==> config.mk <==
export PLATFORM = sky130hd
export DESIGN_NAME = sipo_deserializer
export DESIGN_NICKNAME = d
export VERILOG_FILES = /design/src/rtl/sipo_pkg.sv /design/src/rtl/sipo_deserializer_bit_counter.sv /design/src/rtl/sipo_deserializer.sv
export SDC_FILE = /design/constraint.sdc
export NUM_CORES = 1
export LEC_CHECK = 0
export CORE_ASPECT_RATIO = 0.75
export CORE_UTILIZATION = 50
export CTS_CLUSTER_DIAMETER = 30
export DETAILED_ROUTE_END_ITERATION = 10
export GPL_ROUTABILITY_DRIVEN = 0
export PLACE_DENSITY = 0.72
export RECOVER_POWER = 25
export SYNTH_ARGS = -nofsm -noshare
export SYNTH_HDL_FRONTEND = slang
export SYNTH_HIERARCHICAL = 1
export SYNTH_SLANG_ARGS = --single-unit
export TNS_END_PERCENT = 5
==> constraint.sdc <==
create_clock -name clk -period 1.68 [get_ports clk]
set_clock_uncertainty 0.05 [all_clocks]
set_input_delay 0.336 -clock clk [delete_from_list [all_inputs] [get_ports clk]]
set_output_delay 0.336 -clock clk [all_outputs]
set_load 0.02 [all_outputs]
Fig. 1: run 1, wires at chosen ports, followed through buffers
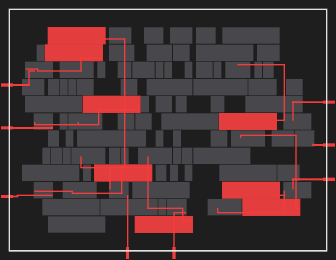
color	port	bits	direction	end cells	buffers	wire
red	dout	8	output	8	8	214 µm
I/O Pins: 15
port bufs: 14

Fig. 2: run 1, placement by cell class
The bar under the picture is 20 µm long. Fill, decap, tap and diode cells in gray.
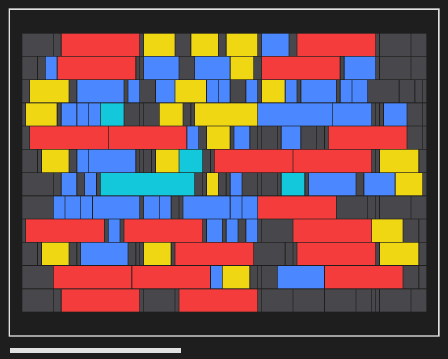
color	class	cells
red	registers	20
blue	remaining logic cells	47
cyan	clock drivers and dummy loads	4
yellow	remaining buffers and delay cells	21
core area: 1550 µm²
Core Rows: 12
Finished Core Util: 72.7%
sequential cell area share: 44.5%

Fig. 3: run 1, M1 wires
Supply wires on this layer in gray.
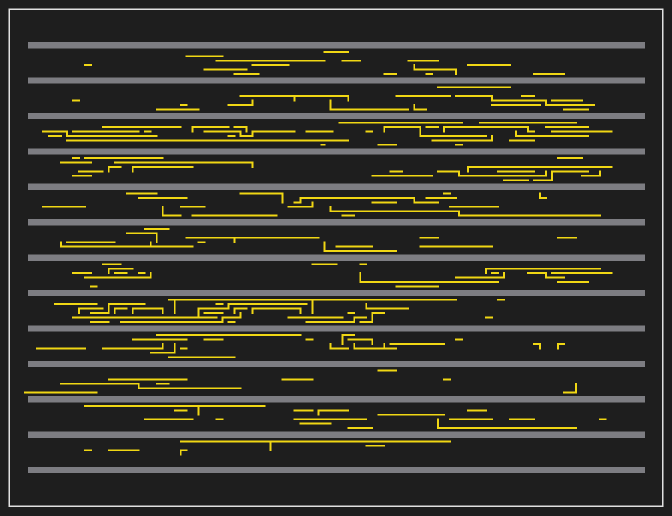
nets with wire on the layer	83
wire length on this layer	699 µm
WL final: 1.55 mm
GR Layer Usage met1: 25.1%
via count: 561

==> flow_summary.json, run 1 <==
{
  "ys_area_um2": 867,
  "hold_path.class": "primary input to async pin",
  "avgSynthCellArea_um2": 12.4,
  "ir_drop_v": 0.000702,
  "setup_ws_ns": 0.0587,
  "crit_family": "buffers and inverters",
  "postLayoutCellArea_um2": 1120,
  "grt_pass1_wl_mm": 2.72,
  "cp_max_fo": 1,
  "crit_chain": "clkdlybuf4s50_1",
  "antenna_found_initial": 0,
  "cp-start-kind": "flop",
  "drc_errors": 0,
  "finalSetupViolCount": 0,
  "yosysWarnings": 6,
  "power.group.top": "registers",
  "fin_crit_sh_pct": 96.5,
  "antennaDiodeCount": 0,
  "worstSetupPathDepth": 1,
  "p_leak_nw": 0.618,
  "die_h_um": 38.1,
  "synth.distinct_cells": 20,
  "final_cells": 113,
  "synth_seq_share_pct": 57.7,
  "largest_reg_flops": 8,
  "hold_buffers": 0,
  "path_clk_slew_ns": 0.12,
  "insertion_delay_ns": 0.30,
  "top_logic_kind": "simple AND/OR/NAND/NOR gates",
  "first_pass_iters": 2,
  "drt_iter0_drc": 3,
  "power_switching_w": 0.000190,
  "cts_tree": "yes",
  "grt_pass1_vias": 594,
  "cts-buffers-inserted": 3,
  "cap_violations": 0,
  "endpoint_kind": "output pin",
  "clockPowerShare_pct": 41.6,
  "simple_gate_area_share_pct": 15.9,
  "p_comb_w": 0.0000582,
  "pwr.group.clock_w": 0.000392,
  "power.total_w": 0.000944,
  "initial_core_util_pct": 56.1,
  "ys_ff": 20,
  "r2r_cells": 4,
  "ys_sh_aoi_pct": 5.77,
  "clockRootBuffer": "clkbuf_4",
  "h-tree-depth": 1,
  "adder_share_pct": 1.44,
  "place_area_um2": 1070,
  "grt_overflow": 0,
  "crit_type": "flop to output pin",
  "synthXorXnorAreaFrac_pct": 1.01,
  "vias_per_cell": 4.96,
  "antenna_left": 0,
  "dpl.cell_count": 109,
  "seq_power_share_pct": 52.3,
  "p_comb_share_pct": 6.2,
  "hold_ws_ns": 0.290,
  "warnings": 26,
  "setup-tns-final_ns": 0,
  "swShare_pct": 20.1,
  "chipWidth_um": 50.1,
  "synth_area_um2": 867,
  "slew_headroom_pct": 80.1,
  "hold_violations": 0,
  "areaGrowthSynthToFinish_pct": 29.6,
  "synth_cells": 70,
  "nets": 99,
  "clock_sinks": 20,
  "min_period_ns": 1.62,
  "regToRegSetupSlack_ns": 0.36,
  "p_int_w": 0.000754,
  "drive_above_1_share_pct": 21.7,
  "path_buffers": 1,
  "rsz0062_at_grt": "no",
  "worst_slew_pin_slew_ns": 0.299,
  "die_area_um2": 1910,
  "synthMuxAreaShare_pct": 14.6,
  "crit_path_top_delay_cell": "clkdlybuf4s50_1",
  "wl_per_cell_um": 13.7,
  "post-cts-setup-buffers": 0,
  "power.density_nw_per_um2": 840,
  "syn_nets": 76,
  "grt_max_degree": 13,
  "yosys_cells": 70,
  "powerSeq_w": 0.000493,
  "dp_slack_ns": -0.0453,
  "track_usage_pct": 20.9,
  "slowest_delay_ns": 0.59,
  "post-dp-hpwl_mm": 1.13,
  "slew_viol_final": 0,
  "status": "finished, final reports clean",
  "cts_resized": 6,
  "max_freq_mhz": 617,
  "cp.arrival_ns": 1.24,
  "fillers": 114,
  "cts_max_path_buffers": 2,
  "cp_data_required_time_ns": 1.29
}
-- run 1: per-layer routing --
| layer | share of wire, % | track usage [%] |
|---|---|---|
| met3 | 4.7 | 5.95 |
| met5 | 0 | 0 |
| met2 | 49 | 35.7 |
| met4 | 1.5 | 9.29 |
| met1 | 45 | 25.1 |
-- run 1: cell type report --
class / count / area [µm²] / area share [%]
multi-input cells: 45 / 335 / 29.8
well taps: 21 / 26.3 / 2.34
repair buffers: 21 / 201 / 17.9
clock buffers: 3 / 22.5 / 2.00
inverters: 2 / 7.51 / 0.668
flip-flops and latches: 20 / 500 / 44.5
clock inverters: 1 / 30.0 / 2.67
-- run 1: layout by cell type, fill, tap and decap left out, types with 3 or more instances in the layout --
| cell | synthesis | final |
|---|---|---|
| dlygate4sd2_1 | 0 | 6 |
| clkbuf_4 | 0 | 3 |
| dlymetal6s2s_1 | 0 | 3 |
| nand2_1 | 14 | 14 |
| mux2_4 | 7 | 7 |
| dfrtp_1 | 20 | 20 |
| clkdlybuf4s50_1 | 0 | 4 |
| a21oi_1 | 8 | 8 |
| buf_4 | 0 | 5 |
| nor2_1 | 5 | 5 |
-- run 1: synth_stat cells, drive strengths merged --
| master | n | area share [%] |
|---|---|---|
| nand4b | 1 | 2.7 |
| a21oi | 8 | 4.6 |
| dfrtp | 20 | 58 |
| mux2 | 8 | 13 |
| and2 | 1 | 0.72 |
| clkbuf | 1 | 0.43 |
| nand3b | 1 | 0.87 |
| or2 | 1 | 0.72 |
| ha | 1 | 1.4 |
| nand2 | 15 | 7.4 |
| xnor2 | 1 | 1.0 |
| mux2i | 1 | 1.2 |
| a21bo | 1 | 1.2 |
| nor2 | 6 | 3.5 |
| buf | 2 | 2.3 |
| inv | 2 | 0.87 |
Fig. 4: run 1, cell density map
The die is cut into 10 by 8 equal tiles; white is low, dark blue is high, 0 to 100% covered.
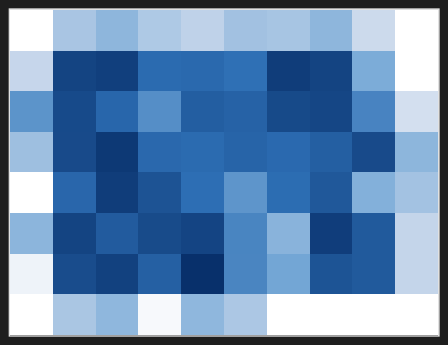

==> run 1 -> run 2 <==
--- a/config.mk
+++ b/config.mk
@@ -5,7 +5,6 @@
 export SDC_FILE = /design/constraint.sdc
 export NUM_CORES = 1
 export LEC_CHECK = 0
-export CORE_ASPECT_RATIO = 0.75
 export CORE_UTILIZATION = 50
 export CTS_CLUSTER_DIAMETER = 30
 export DETAILED_ROUTE_END_ITERATION = 10
Fig. 5: run 2, cell density map
The die is cut into 9 by 9 equal tiles; white is low, dark blue is high, 0 to 100% covered.
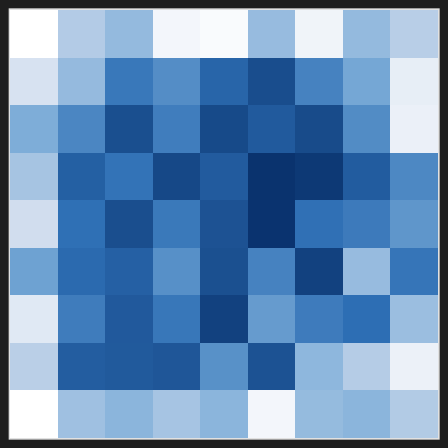
nearly empty tiles	2.5%
fullest tile	99%
densest ninth of the die	center
mean over tiles	57%
tiles over 75% full	32%
Finished Core Util: 71.1%
starting density of the core: 55.6%
core area: 1560 µm²

==> run 2 against run 1 <==
Against the previous run:
- highest routed layer unchanged
- final cell count down 5.3%
- non-clock buffer count fell by 1
- combinational power down 7.7%
- power shrank 12%
- register-to-register slack barely moved
- largest cell class unchanged
- synthesized cell count stayed put
- the flow now finishes with violations (DRC)
==> flow_summary.json, run 2 <==
{
  "h-tree-depth": 1,
  "final_cell_mix": "dfrtp_1, nand2_1, a21oi_1, mux2_4, dlymetal6s2s_1",
  "cts_tree": "yes",
  "synthArstFlopShare_pct": 100,
  "die_area_um2": 1900,
  "min_period_ns": 1.61,
  "final_cells": 107,
  "top_cells_by_area": "dfrtp_1, mux2_4, nand2_1",
  "worst_slew_pin_slew_ns": 0.897,
  "regToRegSetupSlack_ns": 0.36,
  "synth_seq_share_pct": 57.7,
  "lay_top_count": "dfrtp_1",
  "clockRootBuffer": "clkbuf_4",
  "synth-edff-count": 0,
  "post-dp-hpwl_mm": 1.09,
  "cp_data_required_time_ns": 1.29,
  "io_buffers": 14,
  "yosys_cells": 70,
  "p_leak_nw": 0.662,
  "r2r_cells": 4,
  "drc_errors": 3,
  "synth_cells": 70,
  "avgSynthCellArea_um2": 12.4,
  "mi_logic_area_um2": 335,
  "synthMostInstantiatedCell": "dfrtp_1",
  "track_usage_pct": 20.2,
  "slew_viol_final": 0,
  "wl_per_cell_um": 14.3,
  "largest_reg_flops": 8,
  "crit_chain": "clkdlybuf4s50_1",
  "cts-buffers-inserted": 3,
  "slowest_delay_ns": 0.59,
  "antenna_found_initial": 0,
  "finalSetupViolCount": 0,
  "cap_violations": 0,
  "post-cts-setup-buffers": 0,
  "netlist.area_leader.share_pct": 57.7,
  "cts_max_path_buffers": 2,
  "yosysWarnings": 6,
  "crit_type": "flop to output pin",
  "antenna_left": 0,
  "rsz0062_at_grt": "no",
  "power.density_nw_per_um2": 747,
  "top_area_cell": "dfrtp_1",
  "dpl.cell_count": 103,
  "ys_ff": 20,
  "hold_path.class": "primary input to async pin",
  "worstSetupPathDepth": 1,
  "vias_per_cell": 5.12,
  "rows": 14,
  "drt_iter0_drc": 10,
  "ys.flop_type": "dfrtp_1",
  "vias": 548,
  "grt_pass1_wl_mm": 2.73,
  "chipWidth_um": 43.6,
  "first_pass_iters": 7,
  "path_clk_slew_ns": 0.11,
  "die_h_um": 43.6,
  "ir_drop_v": 0.000423,
  "grt_overflow": 0,
  "path_buffers": 1,
  "clock_sinks": 20,
  "ios": 15,
  "crit_path_top_delay_cell": "clkdlybuf4s50_1",
  "cp.arrival_ns": 1.22,
  "nets": 98,
  "status": "finished with violations",
  "max_freq_mhz": 622,
  "endpoint_kind": "output pin",
  "grt_use_met1_pct": 27.7,
  "synthTopCellsByCount": "dfrtp_1, nand2_1, a21oi_1, mux2_4, nor2_1",
  "grt_pass1_vias": 608,
  "cp-start-kind": "flop",
  "met3_usage_pct": 3.75,
  "fillers": 113,
  "insertion_delay_ns": 0.30,
  "drive_above_1_share_pct": 20.9,
  "hold_violations": 0,
  "fin_crit_sh_pct": 95.7,
  "busiest_layer": "met2",
  "violations": "DRC",
  "cp_max_fo": 1,
  "antennaDiodeCount": 0,
  "ys_area_um2": 867,
  "seq_area_um2": 500,
  "slew_headroom_pct": 40.2,
  "synth_area_um2": 867,
  "grt_max_degree": 18,
  "areaGrowthSynthToFinish_pct": 27.8,
  "syn_nets": 76,
  "drt-total-wl_mm": 1.53,
  "crit_family": "buffers and inverters"
}
-- run 2: area by class of cell --
type,count,share of cell area (%)
timing repair buffer,20,18.8
sequential,20,45.1
inverter,2,0.677
clock buffer,4,3.27
tap,16,1.81
multi-input combinational,45,30.2
-- run 2: logic make-up after synthesis --
| family | synth area share [%] |
|---|---|
| AOI/OAI and AO/OA | 5.77 |
| muxes | 14.6 |
| and+or+nand+nor | 15.9 |
| buffers and inverters | 3.61 |
| DFF | 57.7 |
| xor gates and xnor gates | 1.01 |
| adders and majority gates | 1.44 |
-- run 2: routing by layer --
layer | vias up | part of all wire [%]
met4 | 0 | 0.91
met3 | 2 | 3.5
li1 | 274 | -
met5 | - | 0
met2 | 13 | 46
met1 | 259 | 50
-- run 2: per-stage QoR --
stage	power (W)	setup TNS [ns]	worst slack (ns)	cell area (µm²)	hold WS, ns
after floorplan	0.000533	0	0.313	867	0.0396
after global placement	0.000557	-0.107	-0.0307	1060	0.423
after detailed placement	0.000559	-0.114	-0.0423	1060	0.443
after CTS	0.000840	0	0.00281	1090	0.177
after global routing	0.000861	0	0.0293	1110	0.313
final	0.000828	0	0.0720	1110	0.317
-- run 2: where the power goes --
part	internal, W	switching (W)	leakage (nW)
logic	0.0000232	0.0000305	0.369
clock network	0.000132	0.000149	0.0210
registers	0.000487	0.00000689	0.273
total	0.000642	0.000186	0.662
-- run 2: what timing repair did --
item,in CTS,in global routing
endpoints found under the hold margin,0,0
hold buffers,0,0
resized,2,7
endpoints found under the setup margin,2,7
Power figures rest on the tool's default switching activity, not on a simulated workload.
